### src/rtl/led_breathe.sv
// LED drive stage: glitch-free N-bit PWM with steady, blink-gated and
// triangle "breathing" brightness, fed by the blink divider square wave.
module led_breathe #(
  parameter int PWM_W    = 8,
  parameter int STEP_DIV = 65536,
  parameter int BRIGHT   = 128
) (
  input  logic             clk,
  input  logic             rst,
  input  logic             en,
  input  logic [1:0]       mode,
  input  logic             blink_in,
  output logic             LED,
  output logic [PWM_W-1:0] level,
  output logic             period_start
);

  typedef enum logic [1:0] {
    MODE_OFF     = 2'd0,
    MODE_STEADY  = 2'd1,
    MODE_BLINK   = 2'd2,
    MODE_BREATHE = 2'd3
  } mode_t;

  typedef enum logic {
    DIR_UP   = 1'b0,
    DIR_DOWN = 1'b1
  } dir_t;

  localparam logic [PWM_W-1:0] MAX        = {PWM_W{1'b1}};
  localparam logic [PWM_W-1:0] BRIGHT_V   = PWM_W'(BRIGHT);
  localparam logic [23:0]      PRESC_LAST = 24'(STEP_DIV - 1);

  mode_t            modeSel;
  logic [PWM_W-1:0] cnt_q, cnt_d;
  logic [PWM_W-1:0] duty_q, duty_d;
  logic [PWM_W-1:0] level_q, level_d;
  logic [23:0]      presc_q, presc_d;
  dir_t             dir_q, dir_d;
  logic             led_q, led_d;
  logic             ps_q, ps_d;

  assign modeSel = mode_t'(mode);

  always_comb begin
    cnt_d   = cnt_q;
    duty_d  = duty_q;
    level_d = level_q;
    presc_d = presc_q;
    dir_d   = dir_q;
    led_d   = 1'b0;
    ps_d    = 1'b0;
    if (en) begin
      cnt_d = cnt_q + PWM_W'(1);
      ps_d  = (cnt_q == MAX);
      led_d = (modeSel != MODE_OFF) && (cnt_q < duty_q);
      // Duty only reloads at the period boundary, using the pre-step level.
      if (cnt_q == MAX) begin
        case (modeSel)
          MODE_OFF:     duty_d = '0;
          MODE_STEADY:  duty_d = BRIGHT_V;
          MODE_BLINK:   duty_d = blink_in ? BRIGHT_V : '0;
          MODE_BREATHE: duty_d = level_q;
          default:      duty_d = '0;
        endcase
      end
      if (modeSel == MODE_BREATHE) begin
        if (presc_q == PRESC_LAST) begin
          presc_d = '0;
          // Turning points move straight to the neighbour so each extreme lasts one step.
          if (dir_q == DIR_UP) begin
            if (level_q == MAX) begin
              dir_d   = DIR_DOWN;
              level_d = MAX - PWM_W'(1);
            end else begin
              level_d = level_q + PWM_W'(1);
            end
          end else begin
            if (level_q == '0) begin
              dir_d   = DIR_UP;
              level_d = PWM_W'(1);
            end else begin
              level_d = level_q - PWM_W'(1);
            end
          end
        end else begin
          presc_d = presc_q + 24'd1;
        end
      end
    end
  end

  always_ff @(posedge clk) begin
    if (rst) begin
      cnt_q   <= '0;
      duty_q  <= '0;
      level_q <= '0;
      presc_q <= '0;
      dir_q   <= DIR_UP;
      led_q   <= 1'b0;
      ps_q    <= 1'b0;
    end else begin
      cnt_q   <= cnt_d;
      duty_q  <= duty_d;
      level_q <= level_d;
      presc_q <= presc_d;
      dir_q   <= dir_d;
      led_q   <= led_d;
      ps_q    <= ps_d;
    end
  end

  assign LED          = led_q;
  assign level        = level_q;
  assign period_start = ps_q;

endmodule

### config.mk
export PLATFORM = sky130hd
export DESIGN_NAME = led_breathe
export DESIGN_NICKNAME = d
export VERILOG_FILES = /design/src/rtl/led_breathe.sv
export SDC_FILE = /design/constraint.sdc
export NUM_CORES = 1
export LEC_CHECK = 0
export ABC_AREA = 1
export ABC_CLOCK_PERIOD_IN_PS = 1450
export CAP_MARGIN = 15
export CORE_ASPECT_RATIO = 1.75
export CORE_MARGIN = 10
export CORE_UTILIZATION = 37
export DETAILED_ROUTE_END_ITERATION = 8
export GPL_ROUTABILITY_DRIVEN = 0
export MAX_ROUTING_LAYER = met4
export PLACE_DENSITY = 0.53
export SLEW_MARGIN = 15
export SYNTH_ARGS = -nofsm -noshare
export SYNTH_HDL_FRONTEND = slang
export SYNTH_SLANG_ARGS = --single-unit
### constraint.sdc
create_clock -name clk -period 1.45 [get_ports clk]
set_input_delay 0.29 -clock clk [delete_from_list [all_inputs] [get_ports clk]]
set_output_delay 0.29 -clock clk [all_outputs]
set_load 0.03 [all_outputs]
**Supply network**

Bar = 20 um. Pins as bars on the die edge. Tap cells in grey.
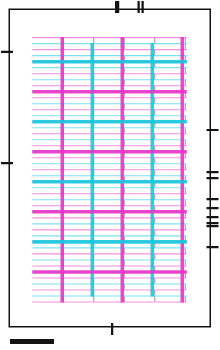
[magenta] VSS
[cyan] VDD
met4 straps: 5
tap cells: 115
worst vdd ir: 0.5221 mV
Die X: 90.32 um

==> GITHUB_STEP_SUMMARY <==
## PnR job results

| Metric | Value |
|---|---|
| Core area | `8368 um2` |
| Yosys aoi share | `9.183%` |
| Internal power | `0.002119 W` |
| Chip Footprint | `12920 um2` |
| Clock Skews | `0.008512 ns` |
| Post-DP HPWL | `6422 um` |
| Cells in synth_stat.txt | `457` |
| RSZ-0062 raised after global routing | `true` |
| Synth top cell by count | `nand2_1` |
| Status | `complete, but fails checks` |
| Starting Density | `38.26%` |
| CTS max path bufs | `2` |
| Tool Warnings | `30` |
| Final Worst Setup Slack | `-0.07382 ns` |
| Yosys cell types | `39` |
| Slowest cell on crit path | `dfxtp_2` |
| Clk power | `0.00119 W` |
| Fill count | `851` |
| Xor+xnor area frac | `3.556%` |
| Hold depth | `2` |
| Residual DRC count | `0` |
| Number of top-level pins | `16` |
| Failing checks | `setup timing` |
| Global-route wire length before repair | `14010 um` |
| Fin crit share | `105.1%` |
| Post-synth ARST share | `0%` |
| Comb. cell area | `2190 um2` |
| Sw Ratio | `23.31%` |
| LEAKAGE | `1.907 nW` |
| Sequential Power Share | `51.1%` |
| Clock tree cell share of total cell area | `3.333%` |
| Setup violators final | `20` |
| Post-detailed-route count of antenna-violating nets | `0` |
| Root Buffer | `clkbuf_16` |
| Pins Over Slew Limit | `0` |
| #FFs+latches synth | `51` |
| Area share, top type | `31.89%` |
| CTS tree | `done` |
| Overall Global Routing Usage | `13.51%` |
| Avg Inst Size Synth | `7.006 um2` |
| Drt via density | `4.861` |
| Share of total power in combinational logic | `5.8%` |
| Hold Slack | `0.4853 ns` |
| PortBufs | `15` |
| Hold Path Class | `reg2reg` |
| Detailed Routing Iterations Pass 1 | `4` |
| Largest net degree at the start of global routing | `22` |
| CTS buffer count | `5` |
| Worst Hold Launch | `presc_q[23]` |
| Non-clk bufs | `70` |
| FMAX | `0.6562 GHz` |
| CTS Hold Bufs | `0` |
| CTS Sinks | `51` |
| Setup slack at placement | `-0.4797 ns` |
| Basic Gates by Area | `42.52%` |
| Vias in the first global route | `2983` |
| Signal inverters | `53` |
| Worst R2R Path Depth | `11` |
| Initial antenna violation count | `0` |
| Most common reg cell | `dfxtp_1` |
| Cell taking the most area after synthesis | `dfxtp_1` |
| Max Cap Viol | `0` |
| Antenna cells | `0` |
| Post-layout min period | `1.524 ns` |
| Clock transition at the registers of the reported paths | `0.07 ns` |
| Critical path cell sequence | `ha_4 -> nand2_2 -> inv_2 -> nand2_2 -> nor2_4 -> buf_4 -> nand2_4 -> nor2_4 -> nand4_1 -> nand2_1 -> nor2_1` |
| Area grow syn2layout | `34.82%` |
| Logic Gate Count | `345` |
| Iter 0 DRT Violations | `89` |
| DP Cell Count | `628` |
| Combinational cell power | `0.000160 W` |
| Ys Warns | `0` |
| Crit. Startpoint | `presc_q[1]` |
| Top pwr grp | `sequential cells` |
| Signal buf overhead | `13.39%` |
| Logic share of the area | `50.72%` |
| Share of cells above drive strength 1 | `32.07%` |
| Clock power share | `43.1%` |
| Syn Nets | `475` |
| Non-Filler Instances | `642` |
| Max stage delay on crit path | `0.36 ns` |
| Last element of the critical path | `presc_q[18]` |
| Storage cell area | `1045 um2` |
| Clock Latency Late Sink | `0.30 ns` |
**Cells coloured by class**

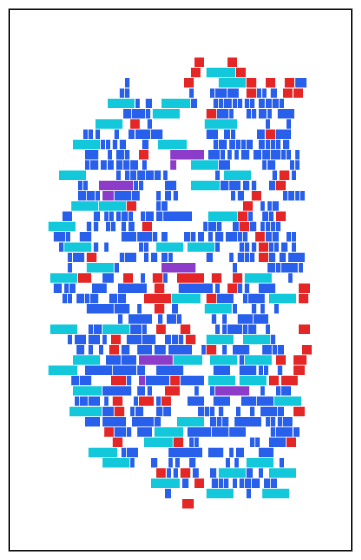
[cyan] sequential cells | cells: 51
[blue] combinational and other logic | cells: 398
[red] remaining buffers and delay cells | cells: 70
[purple] clock drivers and dummy loads | cells: 8
row count: 44
Non-Filler Cell Area, Final: 4317 um2

## per-layer routing
| layer | vias up | global-route usage, % | share of wire (%) | wire [um] |
|---|---|---|---|---|
| li1 | 1624 | - | - | - |
| met1 | 1434 | 13.49 | 39 | 3352 |
| met2 | 51 | 25.77 | 56 | 4789 |
| met3 | 12 | 2.100 | 2.5 | 211 |
| met4 | 0 | 4.966 | 2.1 | 179 |
| met5 | - | - | 0 | 0 |
## cell usage in the layout (no fill, tap or decap), types with 7 or more instances in the layout
cell | Yosys | layout
a21oi_1 | 24 | 17
a21oi_2 | 0 | 7
buf_4 | 1 | 57
dfxtp_1 | 51 | 36
dfxtp_2 | 0 | 13
ha_1 | 12 | 10
inv_1 | 46 | 45
nand2_1 | 115 | 109
nand2_2 | 7 | 11
nand3_1 | 34 | 30
nand3_4 | 3 | 7
nand4_1 | 13 | 13
nor2_1 | 53 | 45
nor2_2 | 10 | 11
nor2_4 | 5 | 13
nor3_1 | 8 | 7
o21ai_0 | 16 | 15
o22ai_2 | 0 | 7
xor2_1 | 7 | 7
## cells by family (layout without fill, tap and decap cells)
group | Yosys count | after routing
simple gates | 264 | 266
fa+ha+maj | 12 | 12
compound gates | 54 | 54
buf+inv | 63 | 131
flops | 51 | 51
xor+xnor | 13 | 13
## critical path, delay by kind of cell, from the launching register on
kind | cells | cell delay, ns
AND/OR/NAND/NOR | 8 | 0.68
flip-flops | 1 | 0.36
adder cells (fa/ha/maj) | 1 | 0.15
buffers and inverters | 2 | 0.21
## state kept, by name, summed over array words and instances, names as in the netlist
| signal | count |
|---|---|
| LED | 1 |
| cnt_q | 8 |
| dir_q | 1 |
| duty_q | 8 |
| level | 8 |
| period_start | 1 |
| presc_q | 24 |
Power and IR drop assume default switching activity.
